[src/rtl/fifo_read_scheduler.sv]
// Round-robin read scheduler: drains a bank of single-clock FIFOs onto one
// valid/ready output stream, tagging each word with the index of its source FIFO.
module fifo_read_scheduler #(
    parameter int unsigned DATA_WIDTH = 32,
    parameter int unsigned NUM_FIFOS  = 4,
    parameter int unsigned SEL_BITS   = 2,
    parameter int unsigned BURST_MAX  = 4,
    parameter int unsigned BURST_BITS = 3
) (
    input  logic                            i_clock,
    input  logic                            i_reset,
    input  logic                            i_enable,
    input  logic [NUM_FIFOS-1:0]            i_fifo_empty,
    input  logic [NUM_FIFOS*DATA_WIDTH-1:0] i_fifo_q,
    output logic [NUM_FIFOS-1:0]            o_read_enable,
    output logic [DATA_WIDTH-1:0]           o_out_data,
    output logic [SEL_BITS-1:0]             o_out_source,
    output logic                            o_out_valid,
    input  logic                            i_out_ready,
    output logic                            o_busy
);

    typedef enum logic [1:0] {
        S_IDLE = 2'd0,
        S_READ = 2'd1,
        S_WAIT = 2'd2,
        S_HOLD = 2'd3
    } state_t;

    state_t                r_state;
    state_t                w_state_nxt;
    logic [SEL_BITS-1:0]   r_current;
    logic [SEL_BITS-1:0]   w_current_nxt;
    logic [SEL_BITS-1:0]   r_last_grant;
    logic [SEL_BITS-1:0]   w_last_grant_nxt;
    logic [BURST_BITS-1:0] r_burst_count;
    logic [BURST_BITS-1:0] w_burst_count_nxt;
    logic [DATA_WIDTH-1:0] r_out_data;
    logic [DATA_WIDTH-1:0] w_out_data_nxt;
    logic [SEL_BITS-1:0]   r_out_source;
    logic [SEL_BITS-1:0]   w_out_source_nxt;
    logic                  r_out_valid;
    logic                  w_out_valid_nxt;

    logic [DATA_WIDTH-1:0] w_q_arr [NUM_FIFOS];
    logic [SEL_BITS-1:0]   w_idx;
    logic [SEL_BITS-1:0]   w_pick;
    logic                  w_found;
    logic                  w_more;

    // Split the flat FIFO q bus into one word per FIFO
    always_comb begin
        for (int unsigned i = 0; i < NUM_FIFOS; i++) begin
            w_q_arr[i] = i_fifo_q[i*DATA_WIDTH +: DATA_WIDTH];
        end
    end

    // Round-robin search: first non-empty FIFO after last_grant, wrapping modulo NUM_FIFOS
    always_comb begin
        w_found = 1'b0;
        w_pick  = '0;
        w_idx   = '0;
        for (int unsigned k = 0; k < NUM_FIFOS; k++) begin
            w_idx = SEL_BITS'((32'(r_last_grant) + 32'd1 + k) % NUM_FIFOS);
            if (!w_found && !i_fifo_empty[w_idx]) begin
                w_found = 1'b1;
                w_pick  = w_idx;
            end
        end
    end

    // Burst continues on the same FIFO only while budget, enable and data all remain
    assign w_more = ((32'(r_burst_count) + 32'd1) < BURST_MAX) && i_enable
                    && !i_fifo_empty[r_current];

    // Next-state and datapath update decisions
    always_comb begin
        w_state_nxt       = r_state;
        w_current_nxt     = r_current;
        w_last_grant_nxt  = r_last_grant;
        w_burst_count_nxt = r_burst_count;
        w_out_data_nxt    = r_out_data;
        w_out_source_nxt  = r_out_source;
        w_out_valid_nxt   = r_out_valid;
        unique case (r_state)
            S_IDLE: begin
                if (i_enable && w_found) begin
                    w_current_nxt     = w_pick;
                    w_burst_count_nxt = '0;
                    w_state_nxt       = S_READ;
                end
            end
            S_READ: begin
                w_state_nxt = S_WAIT;
            end
            S_WAIT: begin
                w_out_data_nxt   = w_q_arr[r_current];
                w_out_source_nxt = r_current;
                w_out_valid_nxt  = 1'b1;
                w_state_nxt      = S_HOLD;
            end
            S_HOLD: begin
                if (i_out_ready) begin
                    w_out_valid_nxt   = 1'b0;
                    w_burst_count_nxt = r_burst_count + BURST_BITS'(1);
                    if (w_more) begin
                        w_state_nxt = S_READ;
                    end else begin
                        w_last_grant_nxt = r_current;
                        w_state_nxt      = S_IDLE;
                    end
                end
            end
            default: begin
                w_state_nxt = S_IDLE;
            end
        endcase
    end

    // State and datapath registers; reset discards any word in flight
    always_ff @(posedge i_clock or posedge i_reset) begin
        if (i_reset) begin
            r_state       <= S_IDLE;
            r_current     <= '0;
            r_last_grant  <= SEL_BITS'(NUM_FIFOS - 1);
            r_burst_count <= '0;
            r_out_data    <= '0;
            r_out_source  <= '0;
            r_out_valid   <= 1'b0;
        end else begin
            r_state       <= w_state_nxt;
            r_current     <= w_current_nxt;
            r_last_grant  <= w_last_grant_nxt;
            r_burst_count <= w_burst_count_nxt;
            r_out_data    <= w_out_data_nxt;
            r_out_source  <= w_out_source_nxt;
            r_out_valid   <= w_out_valid_nxt;
        end
    end

    // Read strobe decoded from state; gated so an empty FIFO is never popped
    always_comb begin
        o_read_enable = '0;
        if (r_state == S_READ && !i_fifo_empty[r_current]) begin
            o_read_enable[r_current] = 1'b1;
        end
    end

    assign o_out_data   = r_out_data;
    assign o_out_source = r_out_source;
    assign o_out_valid  = r_out_valid;
    assign o_busy       = (r_state != S_IDLE);

endmodule

[config.mk]
export PLATFORM = sky130hd
export DESIGN_NAME = fifo_read_scheduler
export DESIGN_NICKNAME = d
export VERILOG_FILES = /design/src/rtl/fifo_read_scheduler.sv
export SDC_FILE = /design/constraint.sdc
export NUM_CORES = 1
export LEC_CHECK = 0
export ABC_CLOCK_PERIOD_IN_PS = 2200
export CAP_MARGIN = 20
export CORE_ASPECT_RATIO = 2
export CORE_UTILIZATION = 28
export CTS_BUF_LIST = sky130_fd_sc_hd__clkbuf_16
export DETAILED_ROUTE_END_ITERATION = 7
export SYNTH_ARGS = -nofsm -noshare
export SYNTH_HDL_FRONTEND = slang
export SYNTH_SLANG_ARGS = --single-unit
[constraint.sdc]
create_clock -name i_clock -period 2.2 [get_ports i_clock]
set_clock_uncertainty 0.1 [all_clocks]
set_input_delay 0.55 -clock i_clock [delete_from_list [all_inputs] [get_ports i_clock]]
set_output_delay 0.55 -clock i_clock [all_outputs]
set_load 0.005 [all_outputs]
==> GITHUB_STEP_SUMMARY, run 1 <==
## Synthesis and layout report

| Metric | Value |
|---|---|
| Min-Delay Path Class | `register to register` |
| DR DRC count | `0` |
| Sequential power share | `0.269` |
| Distinct lib cells used | `39` |
| First-pass GRT wire length | `13.7 mm` |
| Comb pwr share | `0.584` |
| Slew headroom | `0.653` |
| Clock buffer depth | `2` |
| Chip width | `72.3 µm` |
| Synth flops | `44` |
| Setup_tns | `0 ns` |
| Complex Gates by Area | `0.0552` |
| Number of standard cells after synthesis | `191` |
| Fin util | `0.513` |
| Antenna violations before repair | `0` |
| Pwr dens | `1130 nW/µm²` |
| Drt initial violations | `42` |
| Mapped Nets | `333` |
| Hold Path Origin | `o_out_source[1]` |
| Slew @ Worst Pin | `0.521 ns` |
| Top cell excl fill/tap | `clkdlybuf4s50_1` |
| Gr ovfl total | `0` |
| P&R area growth vs syn | `78.6%` |
| Sw frac | `0.313` |
| Clock Sinks | `44` |
| Simple share | `0.0538` |
| Status | `complete, no violations` |
| Crit path max fanout | `4` |
| Mean Syn Cell Area | `14.5 µm²` |
| Startpoint types | `primary input` |
| Yosys top cell by area | `dfrtp_1` |
| Max cap viols | `0` |
| I/O Buffers | `175` |
| CTS clock-pin slew for the worst setup and hold paths | `0.06 ns` |
| Final min period | `2.14 ns` |
| Slowest-stage cell, CP | `clkdlybuf4s50_1` |
| Final Setup Violations | `0` |
| Worst Path Required | `2.31 ns` |
| Crit path buf inv count | `3` |
| Largest stage delay on the critical path | `0.49 ns` |
| Cell area leaders | `dfrtp_1 (38%), mux4_2 (27%), mux2_2 (13%)` |
| HPWL Detailed | `7.17 mm` |
| Pleak | `1.91 nW` |
| Synth Seq Share | `0.399` |
| Reg2reg path depth | `4` |
| Fmax | `468 MHz` |
| Final WS setup | `0.0620 ns` |
| Synth Warn # | `0` |
| Pint | `3.82 mW` |
| Cell family with most CP delay | `multiplexers` |
| Vias in the first global route | `2,700` |
| Rows | `51` |
| Total Power | `5.56 mW` |
| Design area | `4940 µm²` |
| Pins Over Slew Limit | `0` |
| Die area | `10,300 µm²` |
| Kind of critical path | `primary input to register` |
| Tool Warnings | `30` |
| Fraction of layout cells with a size suffix above 1 | `0.273` |
| Detail Route Antenna Nets | `0` |
| Final Hold Slack | `0.387 ns` |
| Mux share | `0.423` |
| Reg2reg end | `r_last_grant[1]` |
| DRT Pass-1 Iters | `4` |
| End point of the critical path | `r_last_grant[1]` |
| Chip height | `143 µm` |
| H-tree depth | `2` |
| Top cells excl fill/tap | `clkdlybuf4s50_1 (170), dfrtp_1 (40), mux4_2 (33), mux2_2 (32), buf_4 (13)` |
| Hold endpoint | `o_out_source[1]` |
| CTS tree | `done` |
| Pre-CTS WS | `-0.286 ns` |
| RSZ-0062 raised after global routing | `false` |
| Final Hold Violation Tally | `0` |
| Hold_buf cts | `0` |
[run 1: repair_timing]
item,CTS,global route
buffers inserted,1,0
resized,8,3
setup endpoints to repair,5,2
pin swaps,1,1
[run 1: registers in the layout (all words and copies together) (netlist names)]
| name | count |
|---|---|
| r_last_grant | 2 |
| o_out_source | 2 |
| r_burst_count | 3 |
| o_out_valid | 1 |
| r_current | 2 |
| o_out_data | 32 |
| r_state | 2 |
[run 1: Yosys cell counts (all sizes together)]
cell type   n
a21oi       2
a221o       1
a22o        1
a31oi       2
a41oi       2
and2        1
buf         9
clkbuf      4
dfrtp      42
dfstp       2
ha          6
inv        10
mux2       37
mux2i       1
mux4       33
nand2       8
nand2b      1
nand3       2
nand3b      3
nand4       2
nor2        5
nor3        2
nor3b       1
nor4b       1
nor4bb      1
o211ai      2
o21ai       5
o221ai      1
o22ai       2
o31a        1
or2         1
[run 1: power by group through the flow]
stage               clock (mW)  sequential [mW]  combinational (mW)
floorplan                    0             1.51                1.81
global placement             0             1.49                3.24
detailed placement           0             1.51                3.29
CTS                      0.845             1.50                3.31
global route             0.885             1.56                3.50
finish                   0.817             1.50                3.25
[run 1: per-layer routing]
layer | wire (µm) | part of all wire | global-route usage
met5 | 0 | 0 | 0
met4 | 368 | 0.042 | 0.0908
met3 | 391 | 0.044 | 0.0283
met2 | 5220 | 0.59 | 0.343
met1 | 2830 | 0.32 | 0.172
[run 1: layout make-up]
type | instances | area (µm²)
fillers | 888 | 4700
flip-flops and latches | 44 | 1110
clock inverters | 3 | 37.5
inverters | 10 | 37.5
well taps | 132 | 165
multi-input cells | 124 | 1570
repair buffers | 191 | 1900
clock buffers | 5 | 125
Fig. 1: run 1, clock routing
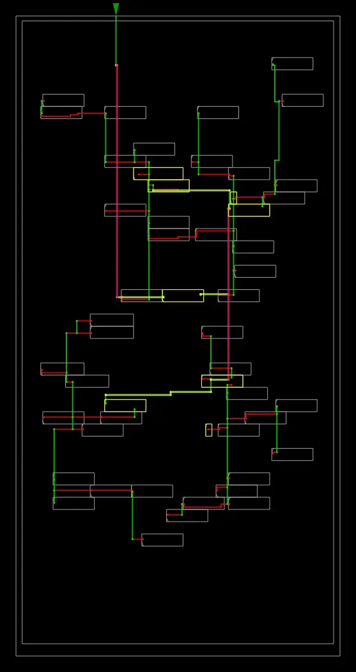
worst skew pair latency: 0.28 ns
clkbuf count: 5

Fig. 2: run 1, routed metal, one colour a layer
Only two layers are drawn.
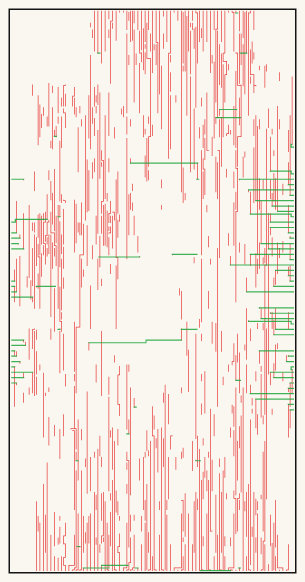
- red: metal 2 (wire length 5,220 µm)
- green: metal 3 (wire length 392 µm)
gr usage total: 0.177
total number of vias: 2,450
WL/cell: 17.3 µm
Post-Route WL: 8.81 mm

Fig. 3: run 1, close-up of the layout
Scale bar: 10 µm. Window x 21 to 51, y 56 to 86 µm. Cells in grey, sequential cells in the stronger grey; small squares are vias.
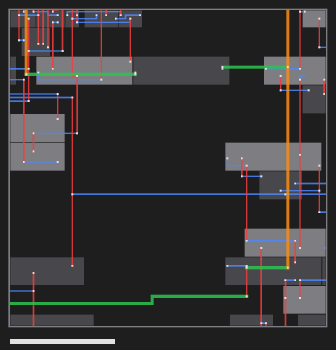
- green: metal 3
- red: metal 2
- blue: metal 1
- orange: metal 4
- most frequent: dfrtp_1 (4)
- netlist names of flops here include: `o_out_data` (2), `r_last_grant` (2)
- sequential cells in the window: 6
- cells with their middle in the window: 16

Fig. 4: run 1, the metal 1 layer
Supply wires on this layer in grey.
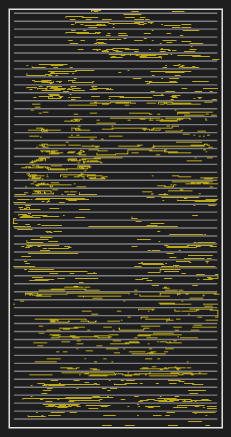
- wire length on this layer: 2,830 µm
- nets with wire on the layer: 449
- share of all routed wire: 32%
- main direction: horizontal

## Run 2: what changed since run 1
Settings changed: CORE_MARGIN from default to 2, CORE_UTILIZATION 28 to 25.
Fig. 5: run 2, clock routing
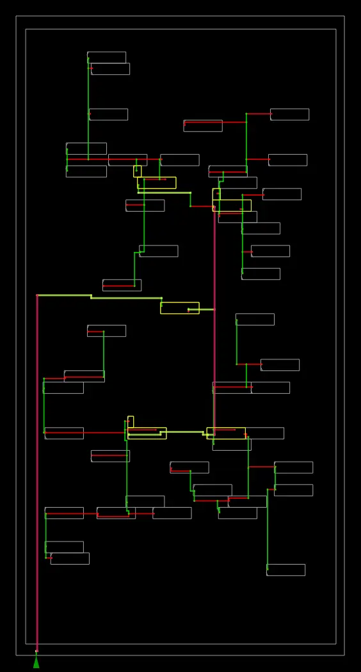
Flop Count: 44
Clock Sinks: 44
Power Clock: 709 µW
Inserted Clock Buffers: 5

Fig. 6: run 2, the metal 1 layer
Supply wires on this layer in grey.
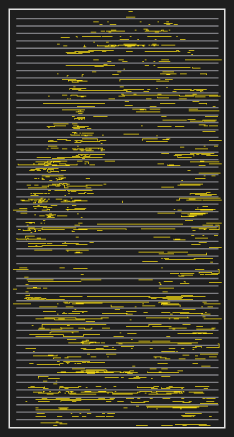
- share of all routed wire: 33%
- wire length on this layer: 2,980 µm
- longest straight run: 31.3 µm
- main direction: horizontal
total number of vias: 2,459
Post-Route WL: 9.12 mm

==> GITHUB_STEP_SUMMARY, run 2 <==
## Synthesis and layout report

| Metric | Value |
|---|---|
| Status | `complete, no violations` |
| Mapped Nets | `333 (unchanged)` |
| Filler instances | `1,015 (+14%)` |
| Fraction of layout cells with a size suffix above 1 | `0.289 (+0.0163)` |
| Final min period | `2.15 ns (+0.0126 ns)` |
| Gr ovfl total | `0 (unchanged)` |
| Min-Delay Path Class | `register to register` |
| Top cells excl fill/tap | `clkdlybuf4s50_1 (169), dfrtp_1 (40), mux4_2 (33), mux2_2 (32), buf_4 (17)` |
| First-pass GRT wire length | `14.4 mm (+5.3%)` |
| Synth flops | `44 (unchanged)` |
| Synth Warn # | `0 (unchanged)` |
| Pwr dens | `1100 nW/µm² (-2.5%)` |
| H-tree depth | `2 (unchanged)` |
| Detail Route Antenna Nets | `0 (unchanged)` |
| Distinct lib cells used | `39 (unchanged)` |
| Met1 WL | `2.98 mm (+5.2%)` |
| Worst Path Required | `2.30 ns (about the same)` |
| Die area | `12,000 µm² (+16%)` |
| Clock buffer depth | `2 (unchanged)` |
| Mean Syn Cell Area | `14.5 µm² (unchanged)` |
| Met2 global-route usage | `0.311 (-0.0322)` |
| Final Setup Violations | `0 (unchanged)` |
| Crit path max fanout | `2 (-2)` |
| Hold Path Origin | `o_out_source[0]` |
| Chip width | `78.4 µm (+8.4%)` |
| End point of the critical path | `r_last_grant[0]` |
| WL/cell | `17.5 µm (+1.3%)` |
| Tool Warnings | `30 (unchanged)` |
| Pleak | `1.91 nW (+0.12%)` |
| Grt peak-use layer | `met2` |
| Worst skew pair latency | `0.28 ns (about the same)` |
| Chip height | `153 µm (+7.1%)` |
| Top cells by count, synth | `dfrtp_1 (42), mux4_2 (33), mux2_2 (32)` |
| Hold endpoint | `o_out_source[0]` |
| Antenna violations before repair | `0 (unchanged)` |
| Top cell excl fill/tap | `clkdlybuf4s50_1` |
| Reg2reg path depth | `4 (unchanged)` |
| Max reg flops | `32 (unchanged)` |
| RSZ-0062 raised after global routing | `false` |
| Synth Seq Share | `0.399 (unchanged)` |
| Complex Gates by Area | `0.0552 (unchanged)` |
| HPWL Detailed | `7.43 mm (+3.6%)` |
| Synth top cell by count | `dfrtp_1` |
| I/O Buffers | `175 (unchanged)` |
| Gr usage total | `0.157 (-0.0199)` |
| Mux share | `0.423 (unchanged)` |
| Kind of critical path | `primary input to register` |
| Number of standard cells after synthesis | `191 (unchanged)` |
| Yosys top cell by area | `dfrtp_1` |
| Final WS setup | `0.0494 ns (-0.0126 ns)` |
| Pre-CTS WS | `-0.262 ns (+0.0240 ns)` |
| P&R area growth vs syn | `79.2%` |
| Simple share | `0.0538 (unchanged)` |
| Met3 GRT Util | `0.0261 (-0.00226)` |
| Pins Over Slew Limit | `0 (unchanged)` |
| CTS tree | `done` |
| Top FF cell, synth | `dfrtp_1` |
| Vias in the first global route | `2,759 (+2.2%)` |
| Startpoint types | `primary input` |
| Reg2reg end | `o_out_data[0]` |
| Flip-flops with a built-in enable | `0 (unchanged)` |
| Drt initial violations | `45 (+7.1%)` |
| Design area | `4950 µm² (+0.30%)` |
| Final Hold Violation Tally | `0 (unchanged)` |
-- run 2: cell counts after synthesis --
No cell type changed its count.
-- run 2: report_power, final --
| part | internal [mW] | leakage [nW] | switching (mW) | total, mW |
|---|---|---|---|---|
| clock network | 0.412 | 0.0710 | 0.297 | 0.709 |
| logic | 2.03 | 1.32 | 1.19 | 3.22 |
| registers | 1.25 | 0.513 | 0.259 | 1.51 |
-- run 2: cell families (layout without fill, tap and decap cells) --
group / after synthesis / in the layout
buf+inv: 23 / 212
compound gates: 19 / 19
mux: 71 / 71
fa+ha+maj: 6 / 6
simple gates: 28 / 28
flops: 44 / 44
-- run 2: timing repair --
item                                    CTS  global route
gates resized                            10             5
cloned                                    0             0
buffers inserted                          1             0
endpoints found under the hold margin     0             0
hold buffers                              0             0
endpoints found under the setup margin    5             5
-- run 2: critical path, cell delays in order --
cell,delay (ns)
clkdlybuf4s50_1,0.49
buf_4,0.12
inv_1,0.05
mux4_2,0.50
a31oi_4,0.20
mux2_1,0.35
-- run 2: final cells by class --
| class | instances | area, µm² | area share |
|---|---|---|---|
| inverters | 10 | 37.5 | 0.00758 |
| clock buffers | 5 | 125 | 0.0253 |
| clock inverters | 3 | 13.8 | 0.00278 |
| multi-input cells | 124 | 1580 | 0.319 |
| well taps | 140 | 175 | 0.0354 |
| repair buffers | 194 | 1920 | 0.387 |
| flip-flops and latches | 44 | 1110 | 0.223 |
-- run 2: through the flow --
step           hold slack (ns)  TNS, ns  power (mW)   util
3_3_place_gp             0.371    -1.19        4.71  0.439
5_1_grt                  0.410        0        5.83  0.455
2_1_floorplan            0.383        0        3.32      -
6_report                 0.383        0        5.44  0.455
4_1_cts                  0.387        0        5.54  0.454
3_5_place_dp             0.374    -1.56        4.76  0.439
Power is estimated from default activity; no workload was simulated.
